$ cat src/rtl/mcml_pkg.sv
// Shared definitions for the photon pipeline control blocks.
package mcml_pkg;
    typedef enum logic [1:0] {
        ST_IDLE  = 2'd0,
        ST_RUN   = 2'd1,
        ST_DRAIN = 2'd2,
        ST_DONE  = 2'd3
    } sched_state_t;

    localparam int PIPE_DEPTH_DEF  = 37;
    localparam int COUNT_WIDTH_DEF = 32;
endpackage

$ cat src/rtl/slot_occupancy_ring.sv
// Occupancy shadow of the photon ring: one bit per slot, shifted with the pipeline.
import mcml_pkg::*;

module slot_occupancy_ring #(
    parameter int DEPTH = PIPE_DEPTH_DEF
) (
    input  logic clock,
    input  logic reset,
    input  logic clear,
    input  logic enable,
    input  logic head,
    output logic tail,
    output logic empty_next
);
    logic [DEPTH-1:0] occ;
    logic [DEPTH-1:0] occ_next;

    always_comb begin
        occ_next = occ;
        if (clear)
            occ_next = '0;
        else if (enable)
            occ_next = {occ[DEPTH-2:0], head};
    end

    always_ff @(posedge clock) begin
        if (reset)
            occ <= '0;
        else
            occ <= occ_next;
    end

    assign tail = occ[DEPTH-1];
    // Looks at the value being loaded so the drain can end on the cycle the last photon retires.
    assign empty_next = ~|occ_next;
endmodule

$ cat src/rtl/photon_scheduler.sv
// Recirculating photon pipeline sequencer: enable, head-mux select and launch/retire counting.
import mcml_pkg::*;

module photon_scheduler #(
    parameter int PIPE_DEPTH  = PIPE_DEPTH_DEF,
    parameter int COUNT_WIDTH = COUNT_WIDTH_DEF
) (
    input  logic                   clock,
    input  logic                   reset,
    input  logic                   start,
    input  logic [COUNT_WIDTH-1:0] total_photons,
    input  logic                   tail_dead,
    input  logic                   init_valid,
    output logic                   init_ready,
    output logic                   inject,
    output logic                   pipe_enable,
    output logic                   busy,
    output logic                   done,
    output logic [COUNT_WIDTH-1:0] launched_count,
    output logic [COUNT_WIDTH-1:0] retired_count
);
    sched_state_t state, state_next;

    logic [COUNT_WIDTH-1:0] total;
    logic [COUNT_WIDTH-1:0] launched;
    logic [COUNT_WIDTH-1:0] retired;
    logic [COUNT_WIDTH-1:0] launched_inc;

    logic occ_tail;
    logic slot_free;
    logic retire;
    logic retire_fire;
    logic head;
    logic accept_start;
    logic ring_empty_next;

    assign slot_free    = ~occ_tail | tail_dead;
    assign retire       = occ_tail & tail_dead;
    assign retire_fire  = pipe_enable & retire;
    assign head         = inject | (occ_tail & ~tail_dead);
    assign accept_start = (state == ST_IDLE) & start;
    assign launched_inc = launched + COUNT_WIDTH'(1);

    slot_occupancy_ring #(
        .DEPTH (PIPE_DEPTH)
    ) u_ring (
        .clock      (clock),
        .reset      (reset),
        .clear      (accept_start),
        .enable     (pipe_enable),
        .head       (head),
        .tail       (occ_tail),
        .empty_next (ring_empty_next)
    );

    always_ff @(posedge clock) begin
        if (reset)
            state <= ST_IDLE;
        else
            state <= state_next;
    end

    always_comb begin
        state_next = state;
        case (state)
            ST_IDLE:  if (start) state_next = (total_photons == '0) ? ST_DONE : ST_RUN;
            ST_RUN:   if (init_ready && launched_inc == total) state_next = ST_DRAIN;
            ST_DRAIN: if (ring_empty_next) state_next = ST_DONE;
            ST_DONE:  if (!start) state_next = ST_IDLE;
            default:  state_next = ST_IDLE;
        endcase
    end

    always_comb begin
        init_ready     = 1'b0;
        inject         = 1'b0;
        pipe_enable    = 1'b0;
        busy           = 1'b0;
        done           = 1'b0;
        launched_count = launched;
        retired_count  = retired;
        case (state)
            ST_IDLE: begin
                launched_count = '0;
                retired_count  = '0;
            end
            ST_RUN: begin
                busy = 1'b1;
                // A free slot with nothing to inject stalls the whole ring.
                if (!slot_free) begin
                    pipe_enable = 1'b1;
                end else if (init_valid) begin
                    pipe_enable = 1'b1;
                    inject      = 1'b1;
                    init_ready  = 1'b1;
                end
            end
            ST_DRAIN: begin
                busy        = 1'b1;
                pipe_enable = 1'b1;
            end
            ST_DONE: done = 1'b1;
            default: ;
        endcase
    end

    always_ff @(posedge clock) begin
        if (reset) begin
            total    <= '0;
            launched <= '0;
            retired  <= '0;
        end else if (accept_start) begin
            total    <= total_photons;
            launched <= '0;
            retired  <= '0;
        end else begin
            if (init_ready)
                launched <= launched_inc;
            if (retire_fire)
                retired <= retired + COUNT_WIDTH'(1);
        end
    end
endmodule

$ cat config.mk
export PLATFORM = sky130hd
export DESIGN_NAME = photon_scheduler
export DESIGN_NICKNAME = d
export VERILOG_FILES = /design/src/rtl/mcml_pkg.sv /design/src/rtl/slot_occupancy_ring.sv /design/src/rtl/photon_scheduler.sv
export SDC_FILE = /design/constraint.sdc
export NUM_CORES = 1
export LEC_CHECK = 0
export CAP_MARGIN = 10
export CORE_MARGIN = 2
export CORE_UTILIZATION = 39
export CTS_BUF_LIST = sky130_fd_sc_hd__clkbuf_8
export DETAILED_ROUTE_END_ITERATION = 16
export GPL_TIMING_DRIVEN = 1
export PLACE_DENSITY_LB_ADDON = 0.25
export SLEW_MARGIN = 20
export SYNTH_ARGS = -nofsm -noshare
export SYNTH_HDL_FRONTEND = slang
export SYNTH_HIERARCHICAL = 1
export SYNTH_SLANG_ARGS = --single-unit
export TNS_END_PERCENT = 5
$ cat constraint.sdc
create_clock -name clock -period 6 [get_ports clock]
set_clock_uncertainty 0.2 [all_clocks]
set_input_delay 1.2 -clock clock [delete_from_list [all_inputs] [get_ports clock]]
set_output_delay 1.2 -clock clock [all_outputs]
set_load 0.1 [all_outputs]
==> flow_metrics.tcl <==
# place-and-route summary
set metrics [dict create \
    layout_min_cycle_time_ps 4550 \
    nonClkBufAreaFrac_pct 12.6 \
    whs_path_depth 2 \
    ys_area_sq_um 7140 \
    cpMostUsedCell "buf_4" \
    drcViolationCount 0 \
    crit_chain "clkdlybuf4s50_1, nand2b_1, nand3_1, buf_4, clkinv_1, buf_4" \
    die_w_um 139 \
    layout.nets 999 \
    synthDominantCellAreaShare_pct 37.8 \
    hold_start "total[28]$_SDFFE_PP0P_" \
    post_cts_resized 0 \
    post-route-period-util_pct 75.8 \
    worst_pin_slew_ps 1010 \
    synth_cells 875 \
    maxPowerGroup "sequential cells" \
    top_area_cell_class "logic gates" \
    largest_register "u_ring/occ" \
    clkPwrFrac_pct 31.6 \
    logic_family "simple AND/OR/NAND/NOR gates" \
    comb_area_share_pct 47.7 \
    grt.total_usage_pct 19.4 \
    clock.fmax_ghz 0.220 \
    cts_tree "built" \
    first_global_vias 5850 \
    inv_count 16 \
    ios 106 \
    viasPerCell 5.24 \
    fillCellCount 1788 \
    yosys-top-cells-count "135 x dfxtp_1, 123 x nor2_1, 106 x nand2_1" \
    synthDistinctLibCells 58 \
    dieArea_sq_um 19400 \
    postCtsHoldBufs 0 \
    yosysSeqAreaShare_pct 37.8 \
    synth-compound-area-share_pct 7.57 \
    grt_pass1_wl_um 30400 \
    cp.required_ps 4600 \
    seq_area_sq_um 2700 \
    yosys-stat-cells 875 \
    comb_cells 674 \
    p_comb_share_pct 30.3 \
    slowest_stage "clkinv_1" \
    seq-power_mw 0.979 \
    clock_area_share_pct 4.81 \
    crit_buf_inv 4 \
    warning_count 29 \
    finalHoldViolations 0 \
    die_h_um 139 \
    synth_flops 135 \
    detailedRoute.firstPassIterationCount 5 \
    htreeDepth 4 \
    antenna_found_initial 0 \
    coreArea_sq_um 18000 \
    cp_top_family "buffers and inverters" \
    ys_sh_simple_pct 31.8 \
    power_leakage_nw 2.93 \
    path_max_fanout 18 \
    holdCritPathClass "register to register" \
    hold_end "total[28]$_SDFFE_PP0P_" \
    p_comb_mw 0.780 \
    ys.flop_type "dfxtp_1" \
    crit_start "tail_dead" \
    cp.depth 6 \
    largest_reg_flops 37 \
    grt_remaining_overflow 0 \
    yosys-top-cells-area "dfxtp_1 38%, xnor2_1 6.6%, nor2_1 6.5%" \
    rows 49 \
    status "finished, final reports clean" \
    r2r_slack_ps 2300 \
    grt_max_degree 47 \
    r2r_end "state[1]$_SDFFE_PP0P_" \
    clock-sinks 135 \
    diodes 0 \
    gp_congestion 0.897 \
    top_area_cell "dfxtp_1" \
    crit_end "init_ready" \
    synth_nets 918 \
    clk_pin_slew_ps 80 \
    peakVddDrop_v 0.000393 \
    tapCellCount 229 \
    mostFrequentLayoutCells "135 x dfxtp_1, 123 x nor2_1, 106 x nand2_1" \
    xor_area_share_pct 12.1 \
    start_kind "input port" \
    rsz0062_at_grt "no" \
    mux_share_pct 5.62 \
    max_stage_delay_ps 570 \
]
[stage by stage]
| stage | total power [mW] | cells | hold slack (ps) | instance area (sq um) | worst slack (ps) |
|---|---|---|---|---|---|
| global placement | 1.78 | 1166 | 257 | 8310 | 1440 |
| detailed placement | 1.79 | 1166 | 260 | 8310 | 1280 |
| global route | 2.70 | 1198 | 296 | 8730 | 1280 |
| finish | 2.57 | 1198 | 270 | 8730 | 1450 |
| floorplan | 1.60 | 875 | 248 | 7140 | 634 |
| CTS | 2.60 | 1198 | 272 | 8730 | 1420 |
[metal layers]
metal | GRT usage [%] | vias to the layer above | part of all wire [%]
met5 | 0 | - | 0
met4 | 7.87 | 0 | 2.2
met3 | 4.09 | 31 | 6.7
met2 | 29.0 | 197 | 43
met1 | 27.4 | 2891 | 48
li1 | - | 3153 | -
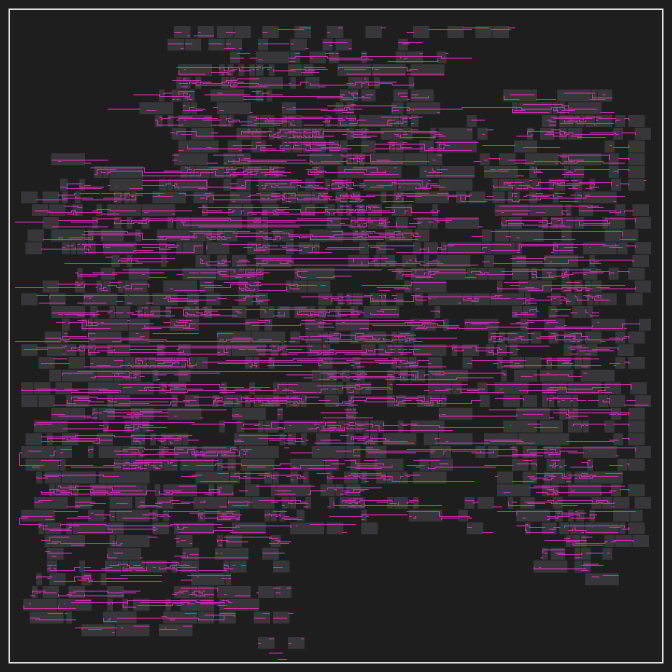
*The metal 1 layer*
- share of all routed wire: 48%
- longest straight run: 61.2 um
met1 Usage GRT: 27.4%
WL final: 18400 um
via count: 6272

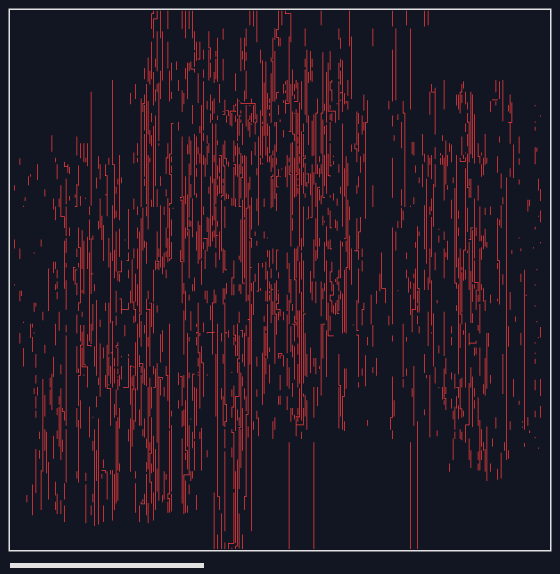
*Metal 2*
Bar = 50 um.
- nets with wire on the layer: 770
- longest straight run: 72.8 um
- main direction: vertical
- wire length on this layer: 7880 um
routing usage on met2: 29.0%

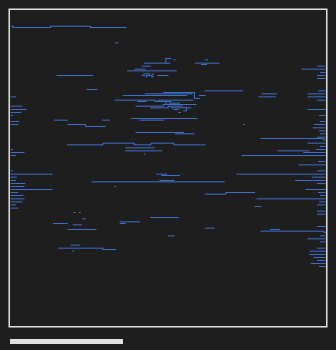
*Met3 routing*
Bar = 50 um.
- share of all routed wire: 6.7%
- longest straight run: 58.4 um
GR Util met3: 4.09%

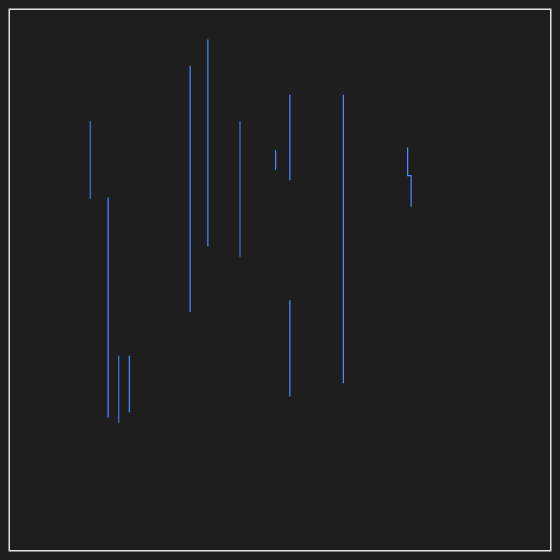
*M4 wires*
- share of all routed wire: 2.2%
- longest straight run: 74.1 um
- wire length on this layer: 399 um
- main direction: vertical

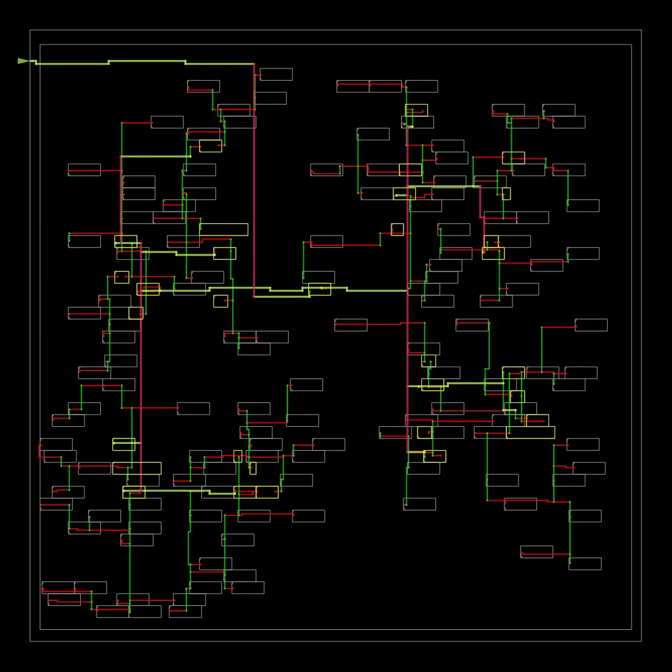
*Clock nets*
CTS buffer count: 17
clk pwr: 0.812 mW
clock buffer count: 18
Seq cells: 135

No activity file was given, so power comes from the tool's default toggle rates.
